===== config.mk =====
export PLATFORM = sky130hd
export DESIGN_NAME = store_rmw_unit
export DESIGN_NICKNAME = d
export VERILOG_FILES = /design/src/rtl/store_rmw_unit.sv
export SDC_FILE = /design/constraint.sdc
export NUM_CORES = 1
export LEC_CHECK = 0
export CORE_MARGIN = 2
export CORE_UTILIZATION = 46
export DETAILED_ROUTE_END_ITERATION = 12
export GPL_TIMING_DRIVEN = 0
export PLACE_DENSITY = 0.8
export SETUP_SLACK_MARGIN = 0.1
export SLEW_MARGIN = 20
export SYNTH_ARGS = -nofsm -noshare
export SYNTH_HDL_FRONTEND = slang
export SYNTH_SLANG_ARGS = --single-unit

===== constraint.sdc =====
create_clock -name clk -period 3.2 [get_ports clk]
set_input_delay 0.48 -clock clk [delete_from_list [all_inputs] [get_ports clk]]
set_output_delay 0.48 -clock clk [all_outputs]
set_load 0.03 [all_outputs]

===== src/rtl/store_rmw_unit.sv =====
// ============================================================================
// Module   : store_rmw_unit
// Purpose  : Sub-word store merger for a data RAM without byte enables.
// Revision : 1.0
// ============================================================================
`default_nettype none

module store_rmw_unit #(
    parameter int XLEN   = 32,
    parameter int ADDR_W = 32
) (
    input  logic              clk,
    input  logic              rst_n,
    input  logic              req_valid,
    output logic              req_ready,
    input  logic [ADDR_W-1:0] req_addr,
    input  logic [1:0]        req_size,
    input  logic [XLEN-1:0]   req_wdata,
    output logic              mem_req,
    output logic              mem_we,
    output logic [ADDR_W-1:0] mem_addr,
    output logic [XLEN-1:0]   mem_wdata,
    input  logic              mem_gnt,
    input  logic              mem_rvalid,
    input  logic [XLEN-1:0]   mem_rdata,
    output logic              done,
    output logic              err,
    output logic              busy
);

    localparam int         c_NB       = XLEN / 8;
    localparam int         c_OFF      = $clog2(c_NB);
    localparam logic [3:0] c_NB_BYTES = 4'(c_NB);

    localparam logic [2:0] c_S_IDLE    = 3'd0;
    localparam logic [2:0] c_S_RD_REQ  = 3'd1;
    localparam logic [2:0] c_S_RD_WAIT = 3'd2;
    localparam logic [2:0] c_S_WR_REQ  = 3'd3;
    localparam logic [2:0] c_S_RESP    = 3'd4;

    logic [2:0]        r_state;
    logic [2:0]        w_next;
    logic [ADDR_W-1:0] r_addr;
    logic [1:0]        r_size;
    logic [XLEN-1:0]   r_wdata;
    logic [XLEN-1:0]   r_merged;
    logic              r_err;

    logic              w_accept;
    logic [c_OFF-1:0]  w_off;
    logic [3:0]        w_nbytes;
    logic              w_misal;
    logic              w_illegal;
    logic              w_full;
    logic              w_bad;

    logic [c_OFF-1:0]  w_roff;
    logic [3:0]        w_rnbytes;
    logic [XLEN-1:0]   w_shdata;
    logic [c_NB-1:0]   w_lane_sel;
    logic [XLEN-1:0]   w_merged;

    // Request decode on the live inputs; only meaningful in the accept cycle
    assign w_accept  = req_valid && req_ready;
    assign w_off     = req_addr[c_OFF-1:0];
    assign w_nbytes  = 4'd1 << req_size;
    assign w_misal   = ((4'(w_off) & (w_nbytes - 4'd1)) != 4'd0);
    assign w_illegal = (w_nbytes > c_NB_BYTES);
    assign w_full    = (w_nbytes == c_NB_BYTES);
    assign w_bad     = w_misal || w_illegal;

    // Lane merge: store data shifted to its byte offset overlays the read word
    assign w_roff    = r_addr[c_OFF-1:0];
    assign w_rnbytes = 4'd1 << r_size;
    assign w_shdata  = r_wdata << {w_roff, 3'b000};

    for (genvar gi = 0; gi < c_NB; gi++) begin : g_lane
        assign w_lane_sel[gi] = (4'(gi) >= 4'(w_roff)) &&
                                (4'(gi) < (4'(w_roff) + w_rnbytes));
        assign w_merged[8*gi +: 8] = w_lane_sel[gi] ? w_shdata[8*gi +: 8]
                                                    : mem_rdata[8*gi +: 8];
    end

    always_ff @(posedge clk or negedge rst_n) begin
        if (!rst_n) begin
            r_state <= c_S_IDLE;
        end else begin
            r_state <= w_next;
        end
    end

    always_comb begin
        w_next = r_state;
        case (r_state)
            c_S_IDLE: begin
                if (w_accept) begin
                    if (w_bad)       w_next = c_S_RESP;
                    else if (w_full) w_next = c_S_WR_REQ;
                    else             w_next = c_S_RD_REQ;
                end
            end
            c_S_RD_REQ:  if (mem_gnt)    w_next = c_S_RD_WAIT;
            c_S_RD_WAIT: if (mem_rvalid) w_next = c_S_WR_REQ;
            c_S_WR_REQ:  if (mem_gnt)    w_next = c_S_RESP;
            c_S_RESP:                    w_next = c_S_IDLE;
            default:                     w_next = c_S_IDLE;
        endcase
    end

    always_ff @(posedge clk or negedge rst_n) begin
        if (!rst_n) begin
            r_addr   <= '0;
            r_size   <= '0;
            r_wdata  <= '0;
            r_merged <= '0;
            r_err    <= 1'b0;
        end else if (w_accept) begin
            r_addr   <= req_addr;
            r_size   <= req_size;
            r_wdata  <= req_wdata;
            r_merged <= req_wdata;
            r_err    <= w_bad;
        end else if ((r_state == c_S_RD_WAIT) && mem_rvalid) begin
            r_merged <= w_merged;
        end
    end

    always_comb begin
        req_ready = (r_state == c_S_IDLE);
        busy      = (r_state != c_S_IDLE);
        mem_req   = (r_state == c_S_RD_REQ) || (r_state == c_S_WR_REQ);
        mem_we    = (r_state == c_S_WR_REQ);
        mem_addr  = {r_addr[ADDR_W-1:c_OFF], {c_OFF{1'b0}}};
        mem_wdata = r_merged;
        done      = (r_state == c_S_RESP) && !r_err;
        err       = (r_state == c_S_RESP) &&  r_err;
    end

endmodule

`default_nettype wire


==> run_1/ff_map.png <==
Scale bar: 20 um. Other sequential cells in the stronger gray, the rest of the logic in the fainter gray.
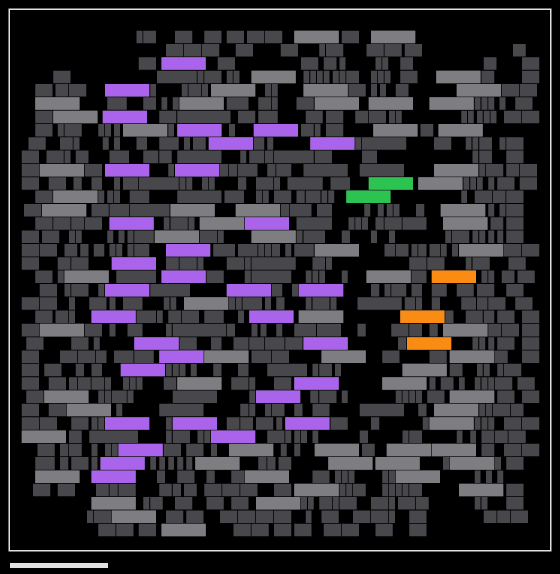
`r_state` -> orange  # flops 3
`r_wdata` -> purple  # flops 32
`r_size` -> green  # flops 2
not colored = 65

==> run_1/class_map.png <==
Fill, decap, tap and diode cells in gray.
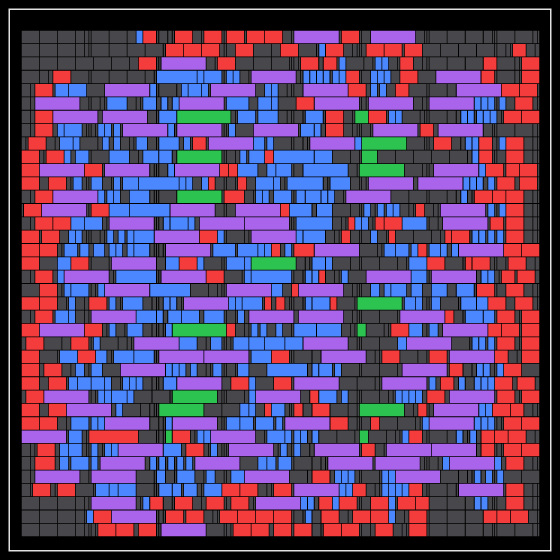
remaining buffers and delay cells -> red  # cells 233, share of their area 29%
remaining logic cells -> blue  # cells 374, share of their area 31%
clock drivers and dummy loads -> green  # cells 16, share of their area 4.4%
registers -> purple  # cells 102, share of their area 35%

==> results.ini, run 1 <==
[clocking]
cts.sinks=102
clock.latency.late_pin_ns=0.34
holdBufCountCts=0
htreeDepth=3
clockBufferDepth=2
cts_resized=0

[detailed_routing]
via_per_inst=5.36
met1_length_um=6150
wl_met2_um=7460
drtPass1Iterations=6
dr.first_iter.drc_count=314
top_layer=met4
route.detailed.drc=0

[setup_path]
cp_data_required_time_ns=3.45
cpLargestDelayFamily=AND-OR/OR-AND gates
critical_path_arrival_ns=2.98
path_buffers=0
worstPathCellList=nor2_1 -> ha_1 -> fa_1 -> a22o_1 -> o21ai_1 -> o22ai_1 -> o211ai_1
r2r_start=r_size[1]
r2r_cells=7
crit_fanout=8

[power]
combPwrFrac_pct=58.3
p_comb_uw=4970
p_sw_share_pct=43.3
p_seq_share_pct=28.2
powerDensity_nw_per_um2=1150
ir_drop_v=0.000563
total_power_uw=8530
pg_seq_uw=2400
clkPwrFrac_pct=13.6

[finish]
nFillCells=893
combGateArea_sq_um=2240
layout_top_cell=nand2_1
buffers=233
fin_cells=865
biggestCellCategory=registers
seq-cell-share_pct=34.4
clk_share_pct=4.25
buffer_area_share_pct=28.6
syn_to_final_growth_pct=42.9

[sta]
finalSetupViolCount=0
tightest_slew_ns=0.857
whs_ns=0.0352
tns_ns=0
max_freq_ghz=0.366
fin_ws_ns=0.468

[synth]
common_cells=nand2_1, dfrtp_1, buf_4
ys_cells=537
logic_family=simple AND/OR/NAND/NOR gates
yosys.area_share.simple_pct=19.7
async_reset_ff_share_pct=100
ys_sh_adder_pct=0.868
yosysTopAreaCell=dfrtp_1
xor_share_pct=0
ff_type=dfrtp_1
top_cell_area_share_pct=49.2
yosys_warnings=0

[grt]
grt_pass1_vias=4715
track_usage_pct=25.6

[placed_design]
dp_slack_ns=0.538
dp_hpwl_um=11100
routabilityCongestion=0.867

[floorplan]
core_sq_um=10900
top_level_ports=173
dieArea_sq_um=12100
tapcell.inserted=140

[outcome]
status=completed

[job]
maxCapViolCount=0

==> run_1/layers.png <==
Scale bar: 20 um. Two of the layers only.
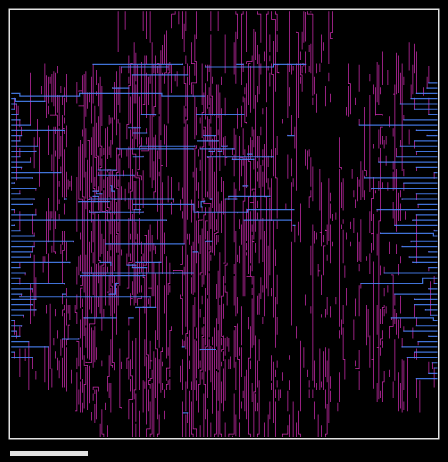
M3 -> blue  # wire length 1200 um
M2 -> magenta  # wire length 7460 um

==> run 1 -> run 2 <==
PLACE_DENSITY = 0.87   (was 0.8)
==> run_2/layers.png <==
Scale bar: 20 um. Two of the layers only.
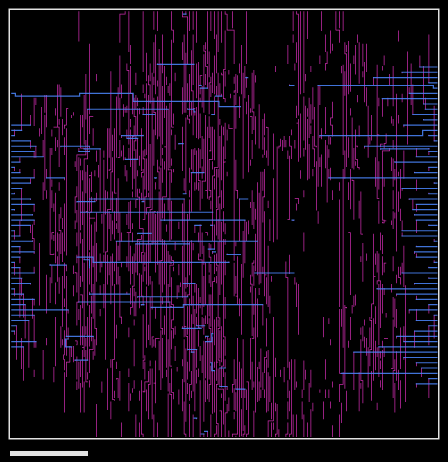
M2 -> magenta  # wire length 7320 um
M3 -> blue  # wire length 1110 um

==> results.ini, run 2 <==
[placed_design]
routabilityCongestion=0.879  ; was 0.867
dp_slack_ns=0.536  ; was 0.538 ns
dp_hpwl_um=11000  ; was 11100 um

[finish]
buffer_area_share_pct=28.7  ; was 28.6%
layout_top_cell=nand2_1  ; unchanged
antennaDiodeCount=0  ; unchanged
combGateArea_sq_um=2240  ; unchanged
nFillCells=839  ; was 893
buffers=233  ; unchanged
biggestCellCategory=registers  ; unchanged
inv_count=1  ; unchanged
seq_area_sq_um=2550  ; unchanged
flop-count=102  ; unchanged
drive_gt1_share_pct=14.5  ; was 14.6%
clk_share_pct=3.96  ; was 4.25%
syn_to_final_growth_pct=42.4  ; was 42.9%
seq-cell-share_pct=34.5  ; was 34.4%
fin_cells=865  ; unchanged
n_clock_buffer=11  ; was 10

[grt]
grt_max_degree=72  ; was 64
grt_pass1_vias=4688  ; was 4715
track_usage_pct=26.1  ; was 25.6%
grt_antenna_before_repair=0  ; unchanged

[sta]
fin_crit_ns=2.71  ; was 2.73 ns
fin_ws_ns=0.487  ; was 0.468 ns
tightest_slew_ns=0.818  ; was 0.857 ns
tns_ns=0  ; unchanged
whs_ns=0.0140  ; was 0.0352 ns
max_freq_ghz=0.369  ; was 0.366 GHz
finalSetupViolCount=0  ; unchanged

[detailed_routing]
dr.first_iter.drc_count=272  ; was 314
route.detailed.drc=0  ; unchanged
top_layer=met4  ; unchanged
via_per_inst=5.32  ; was 5.36
drtPass1Iterations=5  ; was 6
wl_met2_um=7320  ; was 7460 um
met1_length_um=6290  ; was 6150 um

[power]
clkPwrFrac_pct=12.9  ; was 13.6%
power_leader=combinational cells  ; unchanged
total_power_uw=8460  ; was 8530 uW
combPwrFrac_pct=58.8  ; was 58.3%
p_comb_uw=4980  ; was 4970 uW
ir_drop_v=0.000570  ; was 0.000563 V
p_sw_share_pct=43.7  ; was 43.3%
pg_seq_uw=2400  ; about the same
p_seq_share_pct=28.3  ; was 28.2%
powerDensity_nw_per_um2=1140  ; was 1150 nW/um^2

[setup_path]
r2r_start=r_size[1]  ; unchanged
crit_fanout=8  ; unchanged
critical_path_arrival_ns=2.97  ; was 2.98 ns
cp_slowest_cell=o21ai_1  ; unchanged
worstSetupEndpointType=flip-flop  ; unchanged
worstPathCellList=nor2_1 -> ha_1 -> fa_1 -> a22o_1 -> o21ai_1 -> o22ai_1 -> o211ai_1  ; unchanged
path_buffers=0  ; unchanged
critPathLaunchType=flip-flop  ; unchanged
cpLargestDelayFamily=AND-OR/OR-AND gates  ; unchanged
r2r_slack_ns=0.49  ; was 0.47 ns
cp_data_required_time_ns=3.45  ; about the same
r2r_cells=7  ; unchanged

[synth]
async_reset_ff_share_pct=100  ; unchanged
ys_cells=537  ; unchanged
edf_count=0  ; unchanged
yosysTopAreaCell=dfrtp_1  ; unchanged
yosys_warnings=0  ; unchanged
netlist_instances=537  ; unchanged
top_cells_by_area=dfrtp_1, nand2_1, buf_4, mux2i_1, mux2_2  ; unchanged
ys_sh_adder_pct=0.868  ; unchanged
syn_avg_cell_area_sq_um=9.66  ; unchanged
common_cells=nand2_1, dfrtp_1, buf_4  ; unchanged
logic_family=simple AND/OR/NAND/NOR gates  ; unchanged
numSynthFlops=102  ; unchanged
top_cell_area_share_pct=49.2  ; unchanged
xor_share_pct=0  ; unchanged
yosys.area_share.simple_pct=19.7  ; unchanged
ff_type=dfrtp_1  ; unchanged

[outcome]
status=completed  ; unchanged

[clocking]
clock.latency.late_pin_ns=0.35  ; was 0.34 ns
cts_resized=0  ; unchanged
cts_buffers=9  ; unchanged
cts_setup_buffers=0  ; unchanged
clockBufferDepth=2  ; unchanged
holdBufCountCts=0  ; unchanged
htreeDepth=3  ; unchanged
cts.sinks=102  ; unchanged

[floorplan]
tapcell.inserted=140  ; unchanged
dieArea_sq_um=12100  ; unchanged
top_level_ports=173  ; unchanged

[job]
maxCapViolCount=0  ; unchanged

[worst_hold_path]
min_path_type=input pin to async pin  ; unchanged

==> run_2/class_map.png <==
Fill, decap, tap and diode cells in gray.
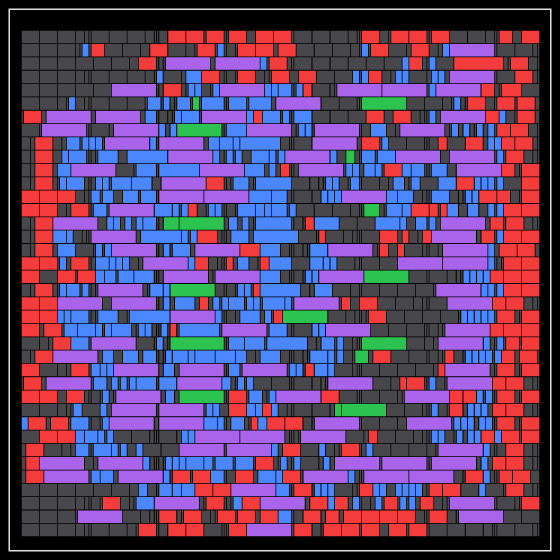
design area: 7390 sq um
core area: 10900 sq um
cell row count: 38

Power and IR drop assume default switching activity.
